==> config.mk <==
export PLATFORM = sky130hd
export DESIGN_NAME = gnr_sim_ctrl
export DESIGN_NICKNAME = d
export VERILOG_FILES = /design/src/rtl/gnr_sim_ctrl.sv
export SDC_FILE = /design/constraint.sdc
export NUM_CORES = 1
export LEC_CHECK = 0
export CAP_MARGIN = 20
export CORE_AREA = 10 10 298 300
export DETAILED_ROUTE_END_ITERATION = 8
export DIE_AREA = 0 0 308 310
export PLACE_DENSITY = 0.41
export SLEW_MARGIN = 20
export SYNTH_ARGS = -nofsm -noshare
export SYNTH_HDL_FRONTEND = slang
export SYNTH_SLANG_ARGS = --single-unit
==> constraint.sdc <==
create_clock -name clk -period 2.1 [get_ports clk]
set_input_delay 0.63 -clock clk [delete_from_list [all_inputs] [get_ports clk]]
set_output_delay 0.63 -clock clk [all_outputs]
set_load 0.02 [all_outputs]
==> src/rtl/gnr_sim_ctrl.sv <==
// Sequencer for a gene-network node array: load, then alternate s0/s1 update strobes per iteration.
// Latency: start at edge T -> LOAD at T+1, CAPT at T+2, first snapshot valid at T+3; 4 cycles per further iteration.
// Backpressure: a snapshot holds in EMIT until out_ready; no strobes are issued while stalled, so nodes stay frozen.
module gnr_sim_ctrl #(
    parameter int NUM_NODES = 188,
    parameter int CNT_W     = 16
) (
    input  logic                 clk,
    input  logic                 rst,
    input  logic                 start,
    input  logic [NUM_NODES-1:0] init_in,
    input  logic [CNT_W-1:0]     num_iter,
    input  logic [NUM_NODES-1:0] state_in,
    output logic                 reset_nos,
    output logic                 start_s0,
    output logic                 start_s1,
    output logic [NUM_NODES-1:0] init_state,
    output logic [NUM_NODES-1:0] out_data,
    output logic [CNT_W-1:0]     out_iter,
    output logic                 out_valid,
    input  logic                 out_ready,
    output logic                 busy,
    output logic                 done
);

    typedef enum logic [2:0] {
        S_IDLE  = 3'd0,
        S_LOAD  = 3'd1,
        S_CAPT  = 3'd2,
        S_EMIT  = 3'd3,
        S_EVAL0 = 3'd4,
        S_EVAL1 = 3'd5,
        S_FIN   = 3'd6
    } state_t;

    state_t state;
    state_t next_state;

    logic [CNT_W-1:0] iter_cnt;
    logic [CNT_W-1:0] num_iter_q;

    logic reset_nos_d;
    logic start_s0_d;
    logic start_s1_d;
    logic out_valid_d;
    logic busy_d;
    logic done_d;

    logic start_acc;
    logic snap_hs;
    logic last_iter;

    assign start_acc = (state == S_IDLE) && start;
    assign snap_hs   = (state == S_EMIT) && out_valid && out_ready;
    assign last_iter = (iter_cnt == num_iter_q);

    // State register.
    always_ff @(posedge clk) begin
        if (rst) begin
            state <= S_IDLE;
        end else begin
            state <= next_state;
        end
    end

    // Next-state decode; start outside IDLE is simply not looked at.
    always_comb begin
        next_state = state;
        case (state)
            S_IDLE:  if (start) next_state = S_LOAD;
            S_LOAD:  next_state = S_CAPT;
            S_CAPT:  next_state = S_EMIT;
            S_EMIT:  if (snap_hs) next_state = last_iter ? S_FIN : S_EVAL0;
            S_EVAL0: next_state = S_EVAL1;
            S_EVAL1: next_state = S_CAPT;
            S_FIN:   next_state = S_IDLE;
            default: next_state = S_IDLE;
        endcase
    end

    // Output decode from the state being entered, so every strobe leaves a flop.
    always_comb begin
        reset_nos_d = (next_state == S_LOAD);
        start_s0_d  = (next_state == S_EVAL0);
        start_s1_d  = (next_state == S_EVAL1);
        out_valid_d = (next_state == S_EMIT);
        busy_d      = (next_state != S_IDLE);
        done_d      = (next_state == S_FIN);
    end

    // Registered control outputs; rst drops everything, including a pending snapshot.
    always_ff @(posedge clk) begin
        if (rst) begin
            reset_nos <= 1'b0;
            start_s0  <= 1'b0;
            start_s1  <= 1'b0;
            out_valid <= 1'b0;
            busy      <= 1'b0;
            done      <= 1'b0;
        end else begin
            reset_nos <= reset_nos_d;
            start_s0  <= start_s0_d;
            start_s1  <= start_s1_d;
            out_valid <= out_valid_d;
            busy      <= busy_d;
            done      <= done_d;
        end
    end

    // Run parameters, iteration counter and snapshot capture.
    always_ff @(posedge clk) begin
        if (rst) begin
            init_state <= '0;
            num_iter_q <= '0;
            iter_cnt   <= '0;
            out_data   <= '0;
            out_iter   <= '0;
        end else begin
            if (start_acc) begin
                init_state <= init_in;
                num_iter_q <= num_iter;
                iter_cnt   <= '0;
            end
            // Nodes committed on the edge ending LOAD/EVAL1, so state_in is settled here.
            if (state == S_CAPT) begin
                out_data <= state_in;
                out_iter <= iter_cnt;
            end
            if (snap_hs && !last_iter) begin
                iter_cnt <= iter_cnt + {{(CNT_W-1){1'b0}}, 1'b1};
            end
        end
    end

endmodule

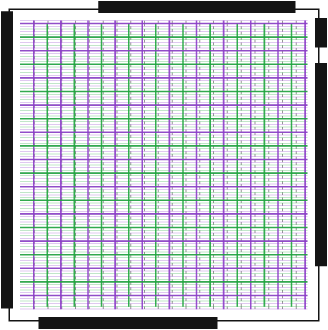
Figure 1: power grid.
Drawn at 1 px/um. Pins as bars on the die edge. Tap cells in gray.
[VDD] green
[VSS] purple
met4 straps: 21
met5 straps: 21
signal pins: 794
tap cells: 1080
rows: 106

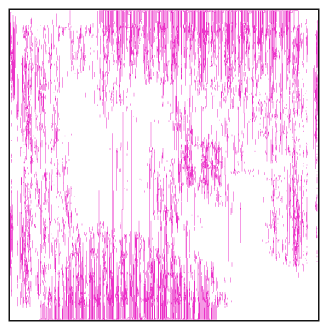
Figure 2: M2 wires.
Drawn at 1 px/um.
main direction: vertical
share of all routed wire: 48%
longest straight run: 170 um
wire length on this layer: 38.7 mm
nets with wire on the layer: 2516

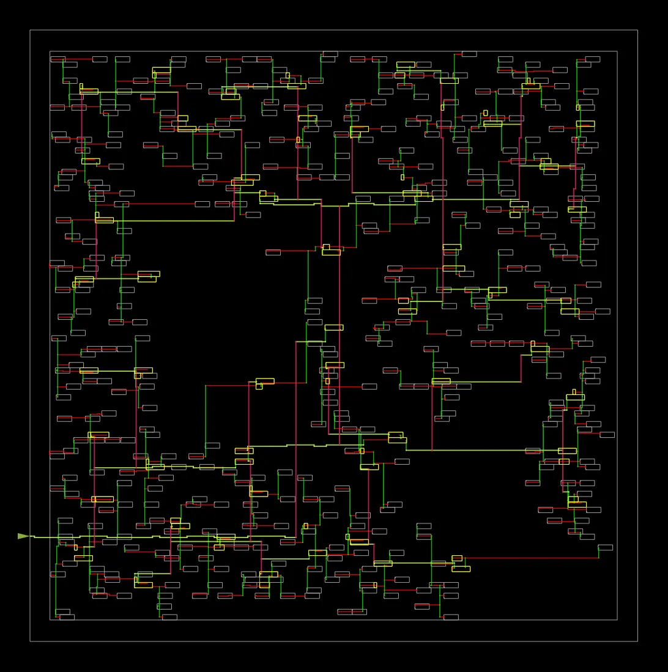
Figure 3: clock wiring as the flow saved it.
total clock buffers created by CTS: 54
sink count of the clock tree: 433
Seq cells: 433
clock buffer count: 83
Max Clock Skew: 18.48 ps

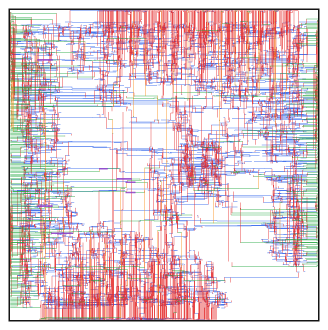
Figure 4: wiring by layer.
Drawn at 1 px/um.
[metal 4] orange | wire length: 2670 um
[metal 5] purple | wire length: 85.6 um
[metal 3] green | wire length: 9050 um
[metal 1] blue | wire length: 29.3 mm
[metal 2] red | wire length: 38.7 mm

-- routing by layer --
metal | track usage, % | up-vias | part of all wire [%]
met5 | 0 | - | 0.11
met4 | 6.865 | 14 | 3.3
met1 | 16.39 | 7360 | 37
met3 | 8.020 | 125 | 11
li1 | - | 7910 | -
met2 | 26.19 | 583 | 48
-- kinds of logic (layout without fill, tap and decap cells) --
kind of cell / after synthesis / in the layout
XOR/XNOR: 16 / 16
multiplexers: 2 / 2
buffers and inverters: 158 / 976
flip-flops: 433 / 433
AND-OR/OR-AND: 443 / 443
adder cells (fa/ha/maj): 1 / 1
other: 0 / 18
AND/OR/NAND/NOR: 892 / 892
-- cells in the mapped netlist (all sizes together), types with 3 or more instances --
| library cell | n | area share, % |
|---|---|---|
| dfxtp | 433 | 57 |
| nand2 | 826 | 20 |
| o21ai | 4 | 0.13 |
| o211ai | 8 | 0.39 |
| or2 | 3 | 0.12 |
| or3 | 5 | 0.20 |
| nor4 | 6 | 0.25 |
| xor2 | 16 | 0.92 |
| nor3 | 5 | 0.16 |
| buf | 40 | 1.3 |
| a21oi | 415 | 14 |
| nand4 | 8 | 0.33 |
| clkbuf | 114 | 2.8 |
| or4 | 8 | 0.39 |
| inv | 4 | 0.098 |
| nand4b | 3 | 0.17 |
| o31ai | 3 | 0.15 |
| nor2 | 10 | 0.25 |
| nand3 | 9 | 0.33 |
| a31oi | 6 | 0.25 |
-- flip-flops by register name, summed over array words and instances (netlist names) --
| register | cells |
|---|---|
| out_iter | 16 |
| out_valid | 1 |
| state | 3 |
| start_s0 | 1 |
| out_data | 188 |
| start_s1 | 1 |
| done | 1 |
| num_iter_q | 16 |
| reset_nos | 1 |
| iter_cnt | 16 |
| init_state | 188 |
| busy | 1 |
-- timing repair --
action,CTS,global route
resized,407,6
pin swaps,0,0
endpoints found under the hold margin,0,0
endpoints found under the setup margin,396,6
-- power by group through the flow --
stage / Combinational, mW / Clock, mW / Sequential (mW)
2_1_floorplan: 1.29 / 0 / 9.81
3_3_place_gp: 4.51 / 0 / 9.19
3_5_place_dp: 4.52 / 0 / 9.21
4_1_cts: 4.20 / 9.98 / 9.02
5_1_grt: 4.46 / 10.3 / 9.08
6_report: 4.10 / 9.56 / 9.02
-- area by class of cell --
cell class,instances,area (um^2)
flip-flops and latches,433,8668
inverters,4,15.01
fillers,8914,56690
multi-input cells,1354,5981
diodes,18,45.04
well taps,1080,1351
clock inverters,19,200.2
clock buffers,83,1622
repair buffers,870,8322
-- stage by stage --
stage | setup slack, ps | hold slack, ps | TNS, ps | util, % | cell area, um^2
finish | 78.11 | 375.0 | 0 | 31.61 | 26200
global route | 0.2921 | 365.5 | 0 | 31.61 | 26200
CTS | 7.028 | 344.0 | 0 | 31.55 | 26150
detailed placement | -323.7 | 445.7 | -3020 | 29.93 | 24810
global placement | -375.6 | 441.9 | -3381 | 29.93 | 24810
floorplan | 151.9 | 448.1 | 0 | - | 15270
==> run notes <==
Entry: Yosys synthesis followed by OpenROAD place and route.

GRT:
- The run gives the final global-route overflow total as 0.
- The run puts the global-route total usage across every layer at 15.67%.

Routing:
- The final route contains 15990 vias.
- The run puts the final wirelength at 79890 um.
- Once detail routing completed, the nets flagged for antenna violations numbered 0.

Synth:
- Per the synthesis report, the simple-gate share of the synthesized area is 22.95%.
- The run gives the count of library flops with an enable pin as 0.
- The run gives the chip area in the Yosys report as 15270 um^2.
- The run gives the yosys synthesis warning count as 0.
- A synthesized cell averages 7.849 um^2.
- Among the non-sequential cells, simple AND/OR/NAND/NOR gates take the most area.
- The run puts the xor and xnor fraction of the mapped netlist area at 0.9179%.
- Per Yosys stat, the portion of area used by sequential elements is 56.78%.

Worst setup path:
- In the setup report, the worst path falls into the class flip-flop to output pin.
- The run puts the data required time at the worst endpoint at 1470 ps.
- The capture point of the critical path was reported as out_data[176].
- Walking the worst path, the cells encountered are dlygate4sd2_1.
- The critical path's slowest stage uses the library cell sky130_fd_sc_hd__dlygate4sd2_1.
- In this run the register-to-register setup slack is 140 ps.
- The run gives the largest fanout on the critical path as 2.
- STA shows the worst reg2reg path with a cell count of 5.
- The run gives the path length in cells of the critical path as 1.
- The worst setup path is launched from a flip-flop.
- The run gives the critical register-to-register path endpoint as iter_cnt[14]$_SDFFE_PP0P_.
- The worst setup path is captured at an output pin.
- Broken down by cell family, the worst path's largest delay share belongs to buffers and inverters.

Power and ir drop:
- The run puts the clock network power share at 42.2%.
- The run gives the net switching power figure as 6.490 mW.
- The internal power of the cells totals 16.19 mW.

Cells and area:
- The run gives the number of standard cells in the layout, taps in and fillers out as 3861.
- The most common logic cells in the final layout are 825 x sky130_fd_sc_hd__nand2_1, 433 x sky130_fd_sc_hd__dfxtp_1, 415 x sky130_fd_sc_hd__a21oi_1.
- For this run, the post-layout net count is 3114.
- The run puts the share of post-route cells with drive strength above 1 at 6.478%.
- The run puts the post-synthesis to final-layout area growth at 71.64%.

Clock tree:
- CTS placed an instance of sky130_fd_sc_hd__clkbuf_16 at the clock tree root.
- The run puts the count of H-tree levels built during CTS at 2.
- TritonCTS built the clock tree.
- The run puts the clock tree buffer depth at 3.

Hold path:
- Hold analysis shows the worst path with a depth of 2.
- The launch point of the worst min-delay path is recorded as rst.

STA:
- The run gives the period utilization as 96.28%.
- Headroom to the max-slew limit came out at 71.51%.
- The run puts the final tally of hold violations at 0.
- The run puts the final tally of max-slew violations at 0.

Placed design:
- The run gives the weighted congestion at the end of routability-driven global placement as 0.7995.
- The run gives the cell total after placement as 3741.

Die:
- The run gives the number of ports placed on the die boundary as 794.
- The run gives the die outline area as 95480 um^2.

Status:
- The run finished with clean final reports.
Power figures rest on the tool's default switching activity, not on a simulated workload.
